===== src/rtl/seq_array_multiplier.sv =====
// Iterative shift-add multiplier, one partial-product row per clock.
// Signed mode works on magnitudes and negates the final product.
module seq_array_multiplier #(
  parameter int WIDTH = 4
) (
  input  logic               clk,
  input  logic               rst,
  input  logic               in_valid,
  output logic               in_ready,
  input  logic [WIDTH-1:0]   a,
  input  logic [WIDTH-1:0]   b,
  input  logic               sgn,
  output logic               out_valid,
  input  logic               out_ready,
  output logic [2*WIDTH-1:0] m,
  output logic               busy
);

  localparam int CW = $clog2(WIDTH);
  localparam int PW = 2 * WIDTH;

  typedef enum logic [1:0] {
    IDLE,
    RUN,
    DONE
  } state_t;

  state_t state, state_nx;

  logic [WIDTH-1:0] mcand;
  logic [WIDTH-1:0] mplier;
  logic [WIDTH-1:0] a_mag;
  logic [WIDTH-1:0] b_mag;
  logic [PW-1:0]    acc;
  logic [PW-1:0]    acc_nx;
  logic [PW-1:0]    addend;
  logic [CW-1:0]    cnt;
  logic             neg;
  logic             last;

  assign last     = (cnt == CW'(WIDTH - 1));
  assign in_ready = (state == IDLE);
  assign busy     = (state != IDLE);

  // -2^(W-1) negates to itself, which reads correctly as unsigned
  always_comb begin
    a_mag  = (sgn && a[WIDTH-1]) ? -a : a;
    b_mag  = (sgn && b[WIDTH-1]) ? -b : b;
    addend = '0;
    if (mplier[0])
      addend = {{WIDTH{1'b0}}, mcand} << cnt;
    acc_nx = acc + addend;
  end

  always_comb begin
    state_nx = state;
    unique case (state)
      IDLE:    if (in_valid)  state_nx = RUN;
      RUN:     if (last)      state_nx = DONE;
      DONE:    if (out_ready) state_nx = IDLE;
      default:                state_nx = IDLE;
    endcase
  end

  always_ff @(posedge clk) begin
    if (rst) state <= IDLE;
    else     state <= state_nx;
  end

  always_ff @(posedge clk) begin
    if (rst) begin
      mcand     <= '0;
      mplier    <= '0;
      acc       <= '0;
      cnt       <= '0;
      neg       <= 1'b0;
      m         <= '0;
      out_valid <= 1'b0;
    end else begin
      unique case (state)
        IDLE: begin
          if (in_valid) begin
            mcand  <= a_mag;
            mplier <= b_mag;
            neg    <= sgn & (a[WIDTH-1] ^ b[WIDTH-1]);
            acc    <= '0;
            cnt    <= '0;
          end
        end
        RUN: begin
          acc    <= acc_nx;
          mplier <= mplier >> 1;
          cnt    <= cnt + CW'(1);
          if (last) begin
            m         <= neg ? -acc_nx : acc_nx;
            out_valid <= 1'b1;
          end
        end
        DONE: begin
          if (out_ready) out_valid <= 1'b0;
        end
        default: begin
          out_valid <= 1'b0;
        end
      endcase
    end
  end

endmodule


===== config.mk =====
export PLATFORM = sky130hd
export DESIGN_NAME = seq_array_multiplier
export DESIGN_NICKNAME = d
export VERILOG_FILES = /design/src/rtl/seq_array_multiplier.sv
export SDC_FILE = /design/constraint.sdc
export NUM_CORES = 1
export LEC_CHECK = 0
export CAP_MARGIN = 20
export CORE_MARGIN = 1
export CORE_UTILIZATION = 30
export DETAILED_ROUTE_END_ITERATION = 12
export GPL_ROUTABILITY_DRIVEN = 0
export REMOVE_ABC_BUFFERS = 1
export SYNTH_ARGS = -nofsm -noshare
export SYNTH_HDL_FRONTEND = slang
export SYNTH_SLANG_ARGS = --single-unit

===== constraint.sdc =====
create_clock -name clk -period 3.7 [get_ports clk]
set_input_delay 0.74 -clock clk [delete_from_list [all_inputs] [get_ports clk]]
set_output_delay 0.74 -clock clk [all_outputs]
set_load 0.01 [all_outputs]

run_1/m1.png
Scale bar: 20 um.
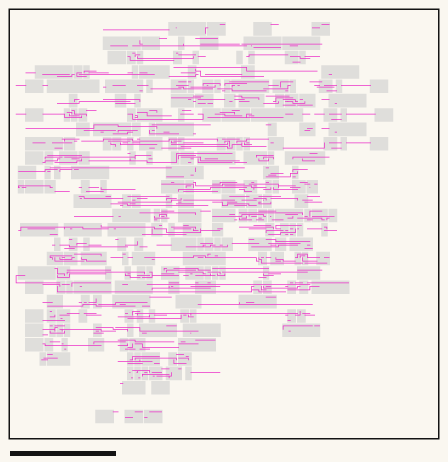
main direction: horizontal
longest straight run: 36.8 um
wire length on this layer: 1990 um
nets with wire on the layer: 255
M1 GR Usage: 17.7%
via count: 1644
drt total wl: 4010 um

run_1/m2.png
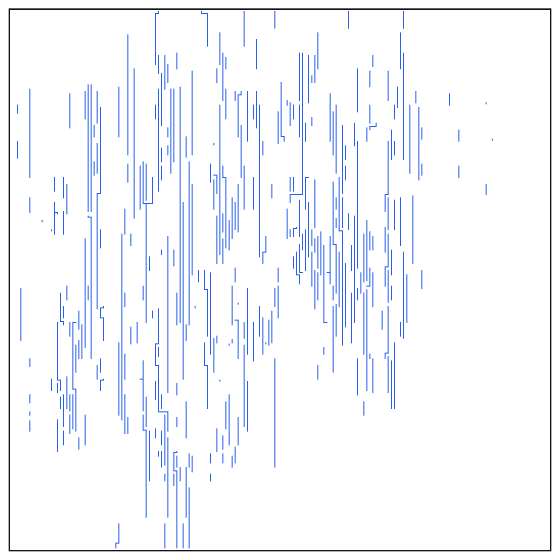
longest straight run: 35.4 um
share of all routed wire: 46%
wire length on this layer: 1830 um
main direction: vertical

==> reports/metrics.yaml, run 1 <==
final_timing:
  setup_viol: 0
  drv_slew: 0
  relSlewSlack_pct: 44.7
  fin_ws_ns: 0.640
  timing.final.crit_share_pct: 82.7
  setup_tns_ns: 0
status:
  outcome: "completed"
clock_network:
  path_clk_slew_ns: 0.06
yosys:
  netlist_area_um2: 1880
  common_cells: "nand2_1 (32), dfxtp_1 (30), nor2_1 (29)"
  synth_cell_types: 45
  ys_ff: 30
  synthCells: 236
worst_setup_path:
  cp_max_fo: 9
  reg2regPathDepth: 9
placement:
  io_buffers: 23
die:
  coreArea_um2: 5990
  ioPinCount: 24
grt:
  grt_pass1_wl_um: 6960
  grt_max_degree: 20
detailed_routing:
  drc_errors: 0
run_1/m3.png
Scale bar: 20 um.
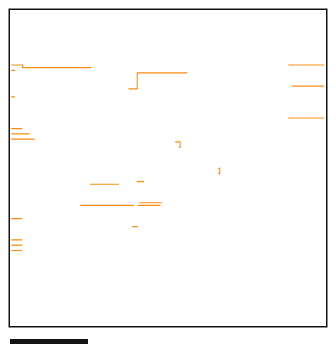
longest straight run: 17.5 um
share of all routed wire: 3.2%
nets with wire on the layer: 18
main direction: horizontal
wire length on this layer: 129 um

run 1: logic make-up (layout without fill, tap and decap cells):
| kind of cell | count (synthesis) | after routing | share of synthesized area (%) |
|---|---|---|---|
| AND/OR/NAND/NOR | 96 | 96 | 23.8 |
| flip-flops | 30 | 30 | 32.0 |
| buffers and inverters | 22 | 43 | 4.40 |
| AND-OR/OR-AND | 60 | 60 | 22.4 |
| multiplexers | 6 | 6 | 3.93 |
| XOR/XNOR | 10 | 10 | 5.07 |
| adder cells (fa/ha/maj) | 12 | 12 | 8.40 |
run 1: layout make-up:
| class | count | area, um2 | share of cell area [%] |
|---|---|---|---|
| tap | 75 | 93.8 | 4.13 |
| clock buffer | 7 | 76.3 | 3.36 |
| multi-input combinational | 184 | 1190 | 52.6 |
| sequential | 30 | 601 | 26.4 |
| inverter | 11 | 41.3 | 1.82 |
| timing repair buffer | 25 | 265 | 11.7 |
run 1: how the worst max path moves through the flow:
| stage | end | start |
|---|---|---|
| 6_report | m[7] | cnt[0] |
| 5_1_grt | m[7] | cnt[1] |
| 4_1_cts | m[7] | cnt[1] |
| 3_5_place_dp | m[7] | cnt[1] |
| 3_3_place_gp | m[7] | cnt[1] |
| 2_1_floorplan | m[7] | cnt[0] |
run 1: placed cells by master, fill, tap and decap left out, types with 5 or more instances in the layout:
| cell type | n |
|---|---|
| a211oi_1 | 7 |
| nand2b_1 | 5 |
| inv_1 | 10 |
| nor2_1 | 29 |
| xor2_1 | 7 |
| nand3_1 | 18 |
| dfxtp_1 | 30 |
| clkdlybuf4s50_1 | 23 |
| a21oi_1 | 26 |
| clkbuf_8 | 5 |
| nand2_1 | 32 |
| ha_1 | 11 |
run 1: flip-flops by register name, summed over array words and instances (netlist names):
register   cells
acc            8
mplier         4
mcand          4
neg            1
cnt            2
state          2
m              8
out_valid      1
run 1: critical path, stage by stage (launching register included):
cell	delay, ns
dfxtp_1	0.50
mux2_1	0.38
o211a_1	0.21
ha_1	0.36
a211oi_2	0.35
or4_1	0.20
nand4_4	0.13
o41ai_4	0.43
nor3_2	0.07
a2111oi_2	0.32
run 1: report_power, final:
part           internal (mW)  switching, mW  leakage (nW)
sequential             0.332         0.0109         0.244
combinational         0.0411         0.0479         0.564
clock                  0.129          0.114        0.0383
run 1: layer usage:
layer | wire (um) | track usage, % | up-vias
li1 | - | - | 879
met1 | 1990 | 17.7 | 733
met2 | 1830 | 23.1 | 26
met3 | 128 | 3.37 | 6
met4 | 67 | 5.36 | 0
met5 | 0 | 0 | -
==> run 2, diff against run 1 <==
==> constraint.sdc (replaced) <==
create_clock -name clk -period 2.75 [get_ports clk]
set_input_delay 0.55 -clock clk [delete_from_list [all_inputs] [get_ports clk]]
set_output_delay 0.55 -clock clk [all_outputs]
set_load 0.01 [all_outputs]
==> run 2 against run 1 <==
Critical path depth unchanged. Cell count up 7.5%. Hold slack better by 0.0013 ns. Design area up 15%. Clock power up 58%.
==> reports/metrics.yaml, run 2 <==
yosys:
  synth.area.mux_share_pct: 3.93
  simple_gate_share_pct: 23.8
  adder_share_pct: 8.40
  ys_ff: 30
  synth_cell_types: 45
  synthCells: 236
  xor_share_pct: 5.07
  compound_area_share_pct: 22.4
  ys_top_logic_family: "simple AND/OR/NAND/NOR gates"
  netlist_area_um2: 1880
grt:
  grt_pass1_wl_um: 7800
  grt_max_degree: 31
  gr-usage-all-layers_pct: 15.6
  grt_overflow: 0
clock_network:
  cts_made_buffers: 5
  path_clk_slew_ns: 0.07
final_timing:
  drv_slew: 0
  timing.final.crit_share_pct: 97.7
  relSlewSlack_pct: 62.3
  fin_ws_ns: 0.0631
worst_setup_path:
  critPathMaxStageDelay_ns: 0.50
  critical_path_arrival_ns: 2.88
  cp_common_cell: "buf_4"
  cpMaxStageDelayCell: "mux4_2"
  end_kind: "flop"
  crit_chain: "mux4_2 > and2_4 > ha_4 > a41oi_4 > a311oi_4 > buf_4 > o41ai_4 > buf_4 > a2111oi_2"
detailed_routing:
  wire_per_inst_um: 13.3
status:
  outcome: "completed"
placement:
  io_buffers: 23
  dp.cells: 344
finish:
  ff_latch_area_um2: 603
  lay_top_count: "nand2_1"
  comb_area_um2: 1350
flow_run:
  warnings: 26
die:
  die_h_um: 81.1
  ioPinCount: 24
  coreArea_um2: 5990
[run 2: cell types whose count changed in the layout (fill, tap and decap cells not counted), sizes merged]
cell    delta
clkinv     +1
buf       +24
[run 2: worst max-delay path: cells and delay by family (launching register included)]
family	cells	cell delay, ns
mux	1	0.50
simple gates	1	0.18
buf+inv	2	0.35
flops	1	0.34
compound gates	4	0.90
fa+ha+maj	1	0.30
[run 2: kinds of logic (layout without fill, tap and decap cells)]
family | Yosys count | in the layout
buffers and inverters | 22 | 68
AND-OR/OR-AND | 60 | 60
XOR/XNOR | 10 | 10
AND/OR/NAND/NOR | 96 | 96
flip-flops | 30 | 30
adder cells (fa/ha/maj) | 12 | 12
multiplexers | 6 | 6
[run 2: path summary, 6_finish.rpt]
path              slack (ns)       from        end  cells past startpoint
setup / recovery        0.06     cnt[1]       m[7]                      9
hold / removal          0.45  out_valid  out_valid                      2
setup reg to reg        0.06     cnt[1]       m[7]                      9
hold reg to reg         0.45  out_valid  out_valid                      2
[run 2: what timing repair did]
item,in CTS,in global routing
pin swaps,4,12
setup buffers,1,4
resized,10,25
endpoints found under the setup margin,1,3
[run 2: metal layers]
layer	wire, um	up-vias	GRT usage (%)
li1	-	918	-
met1	2210	837	19.8
met2	2310	22	26.1
met3	121	8	3.03
met4	87	0	5.89
met5	0	-	0
[run 2: where the power goes]
| group | switching (mW) | internal, mW |
|---|---|---|
| logic | 0.0777 | 0.0719 |
| registers | 0.0108 | 0.447 |
| clock network | 0.182 | 0.202 |
| total | 0.270 | 0.721 |
[run 2: final cells by class]
cell class	count	area share, %
clock buffers	7	3.31
clock inverters	1	0.192
inverters	11	1.58
multi-input cells	184	51.9
flip-flops and latches	30	23.1
well taps	75	3.60
repair buffers	49	16.3
run_2/m2.png
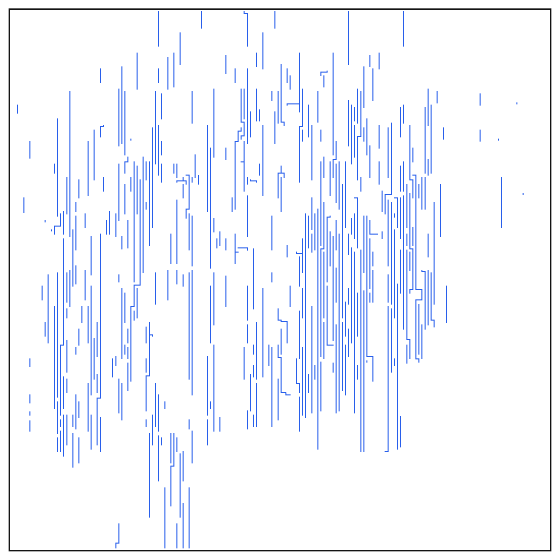
share of all routed wire: 49%
main direction: vertical
nets with wire on the layer: 251
longest straight run: 36.0 um

run_2/m1.png
Scale bar: 20 um.
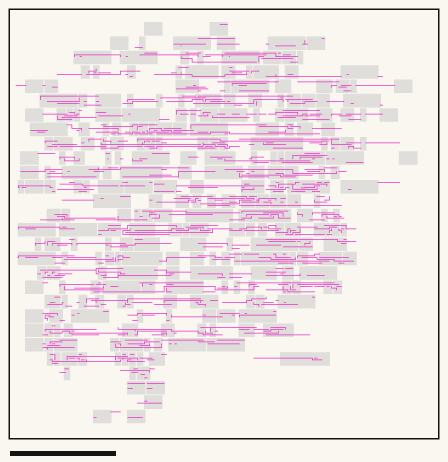
drt total wl: 4730 um
via count: 1785
M1 GR Usage: 19.8%

run_2/sizing.png
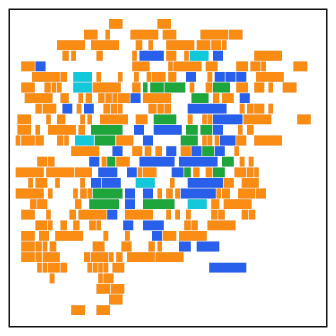
[x1 and smaller] orange | cells: 215 | share: 76%
[x2] green | cells: 19 | share: 6.7%
[x3 and x4] blue | cells: 42 | share: 15%
[x6 and larger] cyan | cells: 6 | share: 2.1%

Power is estimated from default activity; no workload was simulated.
